Fig. 1: sizing map
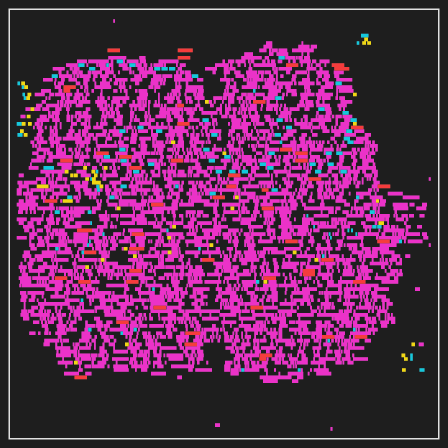
Fig. 2: sequential cells grouped by signal name
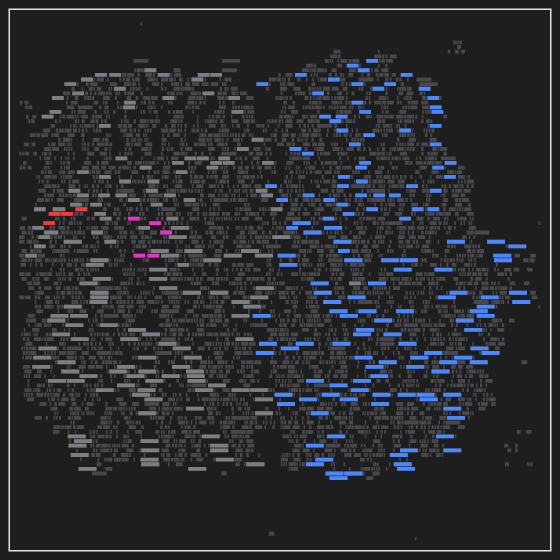
Fig. 3: cell area per tile
The die is cut into 32 by 32 equal tiles; black is low, pale yellow is high, 0 to 100% covered.
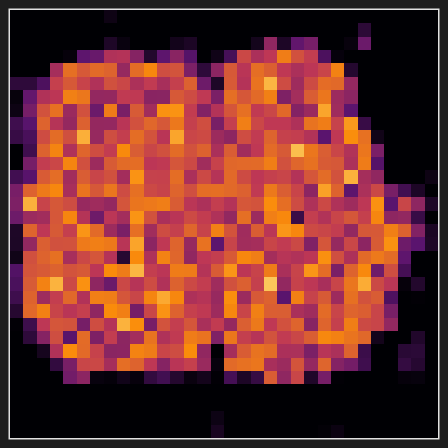
File: src/rtl/snake_body_engine.sv
// Snake body engine: segment shift register, sequential self-collision scan and raster probe.
// Define SNAKE_WRAP_EN to wrap the head at the field edges instead of stopping at the walls.
module snake_body_engine #(
  parameter int MAX_LEN = 16,
  parameter int STEP    = 20,
  parameter int SEG     = 16,
  parameter int FIELD_W = 640,
  parameter int FIELD_H = 480,
  parameter int START_X = 320,
  parameter int START_Y = 240
) (
  input  logic                         clk,
  input  logic                         rst,
  input  logic                         step,
  input  logic [1:0]                   dir,
  input  logic                         dir_valid,
  input  logic                         grow,
  input  logic [10:0]                  pix_x,
  input  logic [10:0]                  pix_y,
  output logic [10:0]                  head_x,
  output logic [10:0]                  head_y,
  output logic [$clog2(MAX_LEN+1)-1:0] length,
  output logic                         pix_head,
  output logic                         pix_body,
  output logic                         collide,
  output logic                         wall_hit,
  output logic                         busy,
  output logic                         full
);

  localparam int LW = $clog2(MAX_LEN + 1);
  localparam int KW = (MAX_LEN > 1) ? $clog2(MAX_LEN) : 1;

  localparam logic [10:0] STEP_V = 11'(STEP);
  localparam logic [10:0] SEG_M1 = 11'(SEG - 1);
  localparam logic [10:0] X_LAST = 11'(FIELD_W - STEP);
  localparam logic [10:0] Y_LAST = 11'(FIELD_H - STEP);
  localparam logic [10:0] X_INIT = 11'(START_X);
  localparam logic [10:0] Y_INIT = 11'(START_Y);

  localparam logic [1:0] DIR_UP    = 2'b00;
  localparam logic [1:0] DIR_LEFT  = 2'b01;
  localparam logic [1:0] DIR_DOWN  = 2'b10;
  localparam logic [1:0] DIR_RIGHT = 2'b11;

  typedef enum logic [1:0] {IDLE, SHIFT, SCAN} state_t;

  state_t         state, state_n;
  logic [10:0]    seg_x [MAX_LEN];
  logic [10:0]    seg_y [MAX_LEN];
  logic [1:0]     dir_q;
  logic           grow_pend;
  logic           collide_q;
  logic [KW-1:0]  scan_k;
  logic [LW-1:0]  len_q;
  logic [LW-1:0]  new_len;
  logic [10:0]    nx, ny;
  logic           blocked;
  logic           grow_now;
  logic           scan_last;
  logic           step_ok;
  logic           head_hit;
  logic           body_hit;
`ifndef SNAKE_WRAP_EN
  logic           wall_q;
`endif

  function automatic logic in_box(input logic [10:0] sx, input logic [10:0] sy,
                                  input logic [10:0] px, input logic [10:0] py);
    return (px >= sx) && (px <= sx + SEG_M1) && (py >= sy) && (py <= sy + SEG_M1);
  endfunction

  assign head_x   = seg_x[0];
  assign head_y   = seg_y[0];
  assign length   = len_q;
  assign collide  = collide_q;
  assign busy     = (state != IDLE);
  assign full     = (len_q == LW'(MAX_LEN));
  assign grow_now = grow_pend && !full;
  assign new_len  = len_q + LW'(grow_now);
  assign scan_last = ((LW'(scan_k) + LW'(1)) == len_q);
  assign step_ok  = step && !collide_q && !wall_hit;

`ifdef SNAKE_WRAP_EN
  assign wall_hit = 1'b0;
`else
  assign wall_hit = wall_q;
`endif

  // Candidate head position; unsigned compares keep every intermediate non-negative.
  always_comb begin
    nx      = seg_x[0];
    ny      = seg_y[0];
    blocked = 1'b0;
    case (dir_q)
      DIR_UP: begin
        if (seg_y[0] < STEP_V) begin
`ifdef SNAKE_WRAP_EN
          ny = Y_LAST;
`else
          blocked = 1'b1;
`endif
        end else begin
          ny = seg_y[0] - STEP_V;
        end
      end
      DIR_LEFT: begin
        if (seg_x[0] < STEP_V) begin
`ifdef SNAKE_WRAP_EN
          nx = X_LAST;
`else
          blocked = 1'b1;
`endif
        end else begin
          nx = seg_x[0] - STEP_V;
        end
      end
      DIR_DOWN: begin
        if (seg_y[0] + STEP_V > Y_LAST) begin
`ifdef SNAKE_WRAP_EN
          ny = 11'd0;
`else
          blocked = 1'b1;
`endif
        end else begin
          ny = seg_y[0] + STEP_V;
        end
      end
      default: begin
        if (seg_x[0] + STEP_V > X_LAST) begin
`ifdef SNAKE_WRAP_EN
          nx = 11'd0;
`else
          blocked = 1'b1;
`endif
        end else begin
          nx = seg_x[0] + STEP_V;
        end
      end
    endcase
  end

  always_comb begin
    body_hit = 1'b0;
    for (int i = 1; i < MAX_LEN; i++) begin
      if ((i < int'(len_q)) && in_box(seg_x[i], seg_y[i], pix_x, pix_y)) begin
        body_hit = 1'b1;
      end
    end
    head_hit = in_box(seg_x[0], seg_y[0], pix_x, pix_y);
  end

  always_ff @(posedge clk) begin
    if (rst) begin
      state <= IDLE;
    end else begin
      state <= state_n;
    end
  end

  // A blocked move or a single-segment snake has nothing to scan.
  always_comb begin
    state_n = state;
    case (state)
      IDLE:    if (step_ok) state_n = SHIFT;
      SHIFT:   state_n = (blocked || (new_len == LW'(1))) ? IDLE : SCAN;
      SCAN:    if (scan_last) state_n = IDLE;
      default: state_n = IDLE;
    endcase
  end

  always_ff @(posedge clk) begin
    if (rst) begin
      for (int i = 0; i < MAX_LEN; i++) begin
        seg_x[i] <= X_INIT;
        seg_y[i] <= Y_INIT;
      end
      len_q     <= LW'(1);
      dir_q     <= DIR_RIGHT;
      grow_pend <= 1'b0;
      collide_q <= 1'b0;
      scan_k    <= KW'(1);
      pix_head  <= 1'b0;
      pix_body  <= 1'b0;
`ifndef SNAKE_WRAP_EN
      wall_q    <= 1'b0;
`endif
    end else begin
      // Reversal is judged against the latched direction, so a dir arriving with step steers that step.
      if (dir_valid && (dir != (dir_q ^ 2'b10))) begin
        dir_q <= dir;
      end

      if ((state == SHIFT) && !blocked && grow_now) begin
        grow_pend <= 1'b0;
      end
      if (grow && !full) begin
        grow_pend <= 1'b1;
      end

      if (state == SHIFT) begin
        if (blocked) begin
`ifndef SNAKE_WRAP_EN
          wall_q <= 1'b1;
`endif
        end else begin
          for (int i = 1; i < MAX_LEN; i++) begin
            seg_x[i] <= seg_x[i-1];
            seg_y[i] <= seg_y[i-1];
          end
          seg_x[0] <= nx;
          seg_y[0] <= ny;
          len_q    <= new_len;
          scan_k   <= KW'(1);
        end
      end

      if (state == SCAN) begin
        if ((seg_x[scan_k] == seg_x[0]) && (seg_y[scan_k] == seg_y[0])) begin
          collide_q <= 1'b1;
        end
        scan_k <= scan_k + KW'(1);
      end

      pix_head <= head_hit;
      pix_body <= body_hit;
    end
  end

endmodule

File: config.mk
export PLATFORM = sky130hd
export DESIGN_NAME = snake_body_engine
export DESIGN_NICKNAME = d
export VERILOG_FILES = /design/src/rtl/snake_body_engine.sv
export SDC_FILE = /design/constraint.sdc
export NUM_CORES = 1
export LEC_CHECK = 0
export ABC_AREA = 1
export CAP_MARGIN = 10
export CORE_MARGIN = 5
export CORE_UTILIZATION = 35
export DETAILED_ROUTE_END_ITERATION = 8
export MAX_ROUTING_LAYER = met4
export REMOVE_ABC_BUFFERS = 1
export SKIP_LAST_GASP = 1
export SYNTH_ARGS = -nofsm -noshare
export SYNTH_HDL_FRONTEND = slang
export SYNTH_SLANG_ARGS = --single-unit
File: constraint.sdc
create_clock -name clk -period 8.67 [get_ports clk]
set_clock_uncertainty 0.05 [all_clocks]
set_input_delay 1.734 -clock clk [delete_from_list [all_inputs] [get_ports clk]]
set_output_delay 1.734 -clock clk [all_outputs]
set_load 0.01 [all_outputs]
==> results.cfg <==
; physical design summary
[run_status]
status = finished, final reports clean

[synth]
logic_family = simple AND/OR/NAND/NOR gates
ys_sh_aoi_pct = 12.2
ys_sh_adder_pct = 23.5
synth_warnings = 0

[worst_setup_path]
path_delay_family = buffers and inverters
cp_data_arrival_time_ps = 3350
crit_cells = 3

[drt]
met2WireLength_microns = 48000
ant_nets = 0

[clock_tree]
cts.htree.levels = 2
cts_buffer_depth = 3
cts_resized = 0

[cells_and_area]
layout.comb_gates.multi_input = 3545
fillers = 9802
inv_count = 448
logic_area_sq_um = 22600

[sta]
setup_violations = 0
grt_setup_unrepaired = no
whs_ps = 422
fin_crit_ps = 5130

[power]
irDropWorstVdd_v = 0.000105
power_uw = 5200
power_leader = clock

[floorplan]
num_tap_cells = 1254
Notes on Fig. 1 above:
Key: cyan = x2 [cells 111, share 2.5%]; red = x6 and larger [cells 55, share 1.2%]; yellow = x3 and x4 [cells 53, share 1.2%]; magenta = x1 and smaller [cells 4,262, share 95%]
setup slack after layout: 3540 ps
bufs w/o clock: 100
P&R area growth vs syn: 9.50%

Notes on Fig. 2 above:
Key: blue = seg_x [sequential cells 144]; red = scan_k [sequential cells 4]; magenta = length [sequential cells 5, where left middle]
Seq area share: 22.2%
final core utilization: 38.7%
Seq group: 1730 uW
FF+latch area: 8010 sq um

Notes on Fig. 3 above:
The fullest tile reaches 88%. 3.3% of the tiles are over 75% full. 31% of the tiles are nearly empty. The mean over all tiles is 34%.
fp util: 35.3%
core area: 93,300 sq um

## per-stage QoR
stage | std cells | instance area (sq um)
final | 5735 | 36100
after global routing | 5735 | 36100
after CTS | 5735 | 36100
after detailed placement | 5657 | 34600
after global placement | 5657 | 34600
after floorplan | 4303 | 32200
## cell usage after synthesis, types with 40 or more instances
cell      instances  area share [%]
a21oi_1         300             4.6
clkbuf_1         40            0.46
dfxtp_1         130             7.9
edfxtp_1        180              16
ha_1            618              23
inv_1           426             4.9
nand2_1         972              11
nand3_1         427             6.5
nand3b_1         44             1.0
nand4_1          65             1.2
nor2_1          398             4.5
nor3_1           98             1.5
o211ai_1         42            0.96
o21a_1           44             1.0
o21ai_0         122             1.9
o22ai_2          48             1.8
xor2_1          228             6.1
Power is estimated from default activity; no workload was simulated.
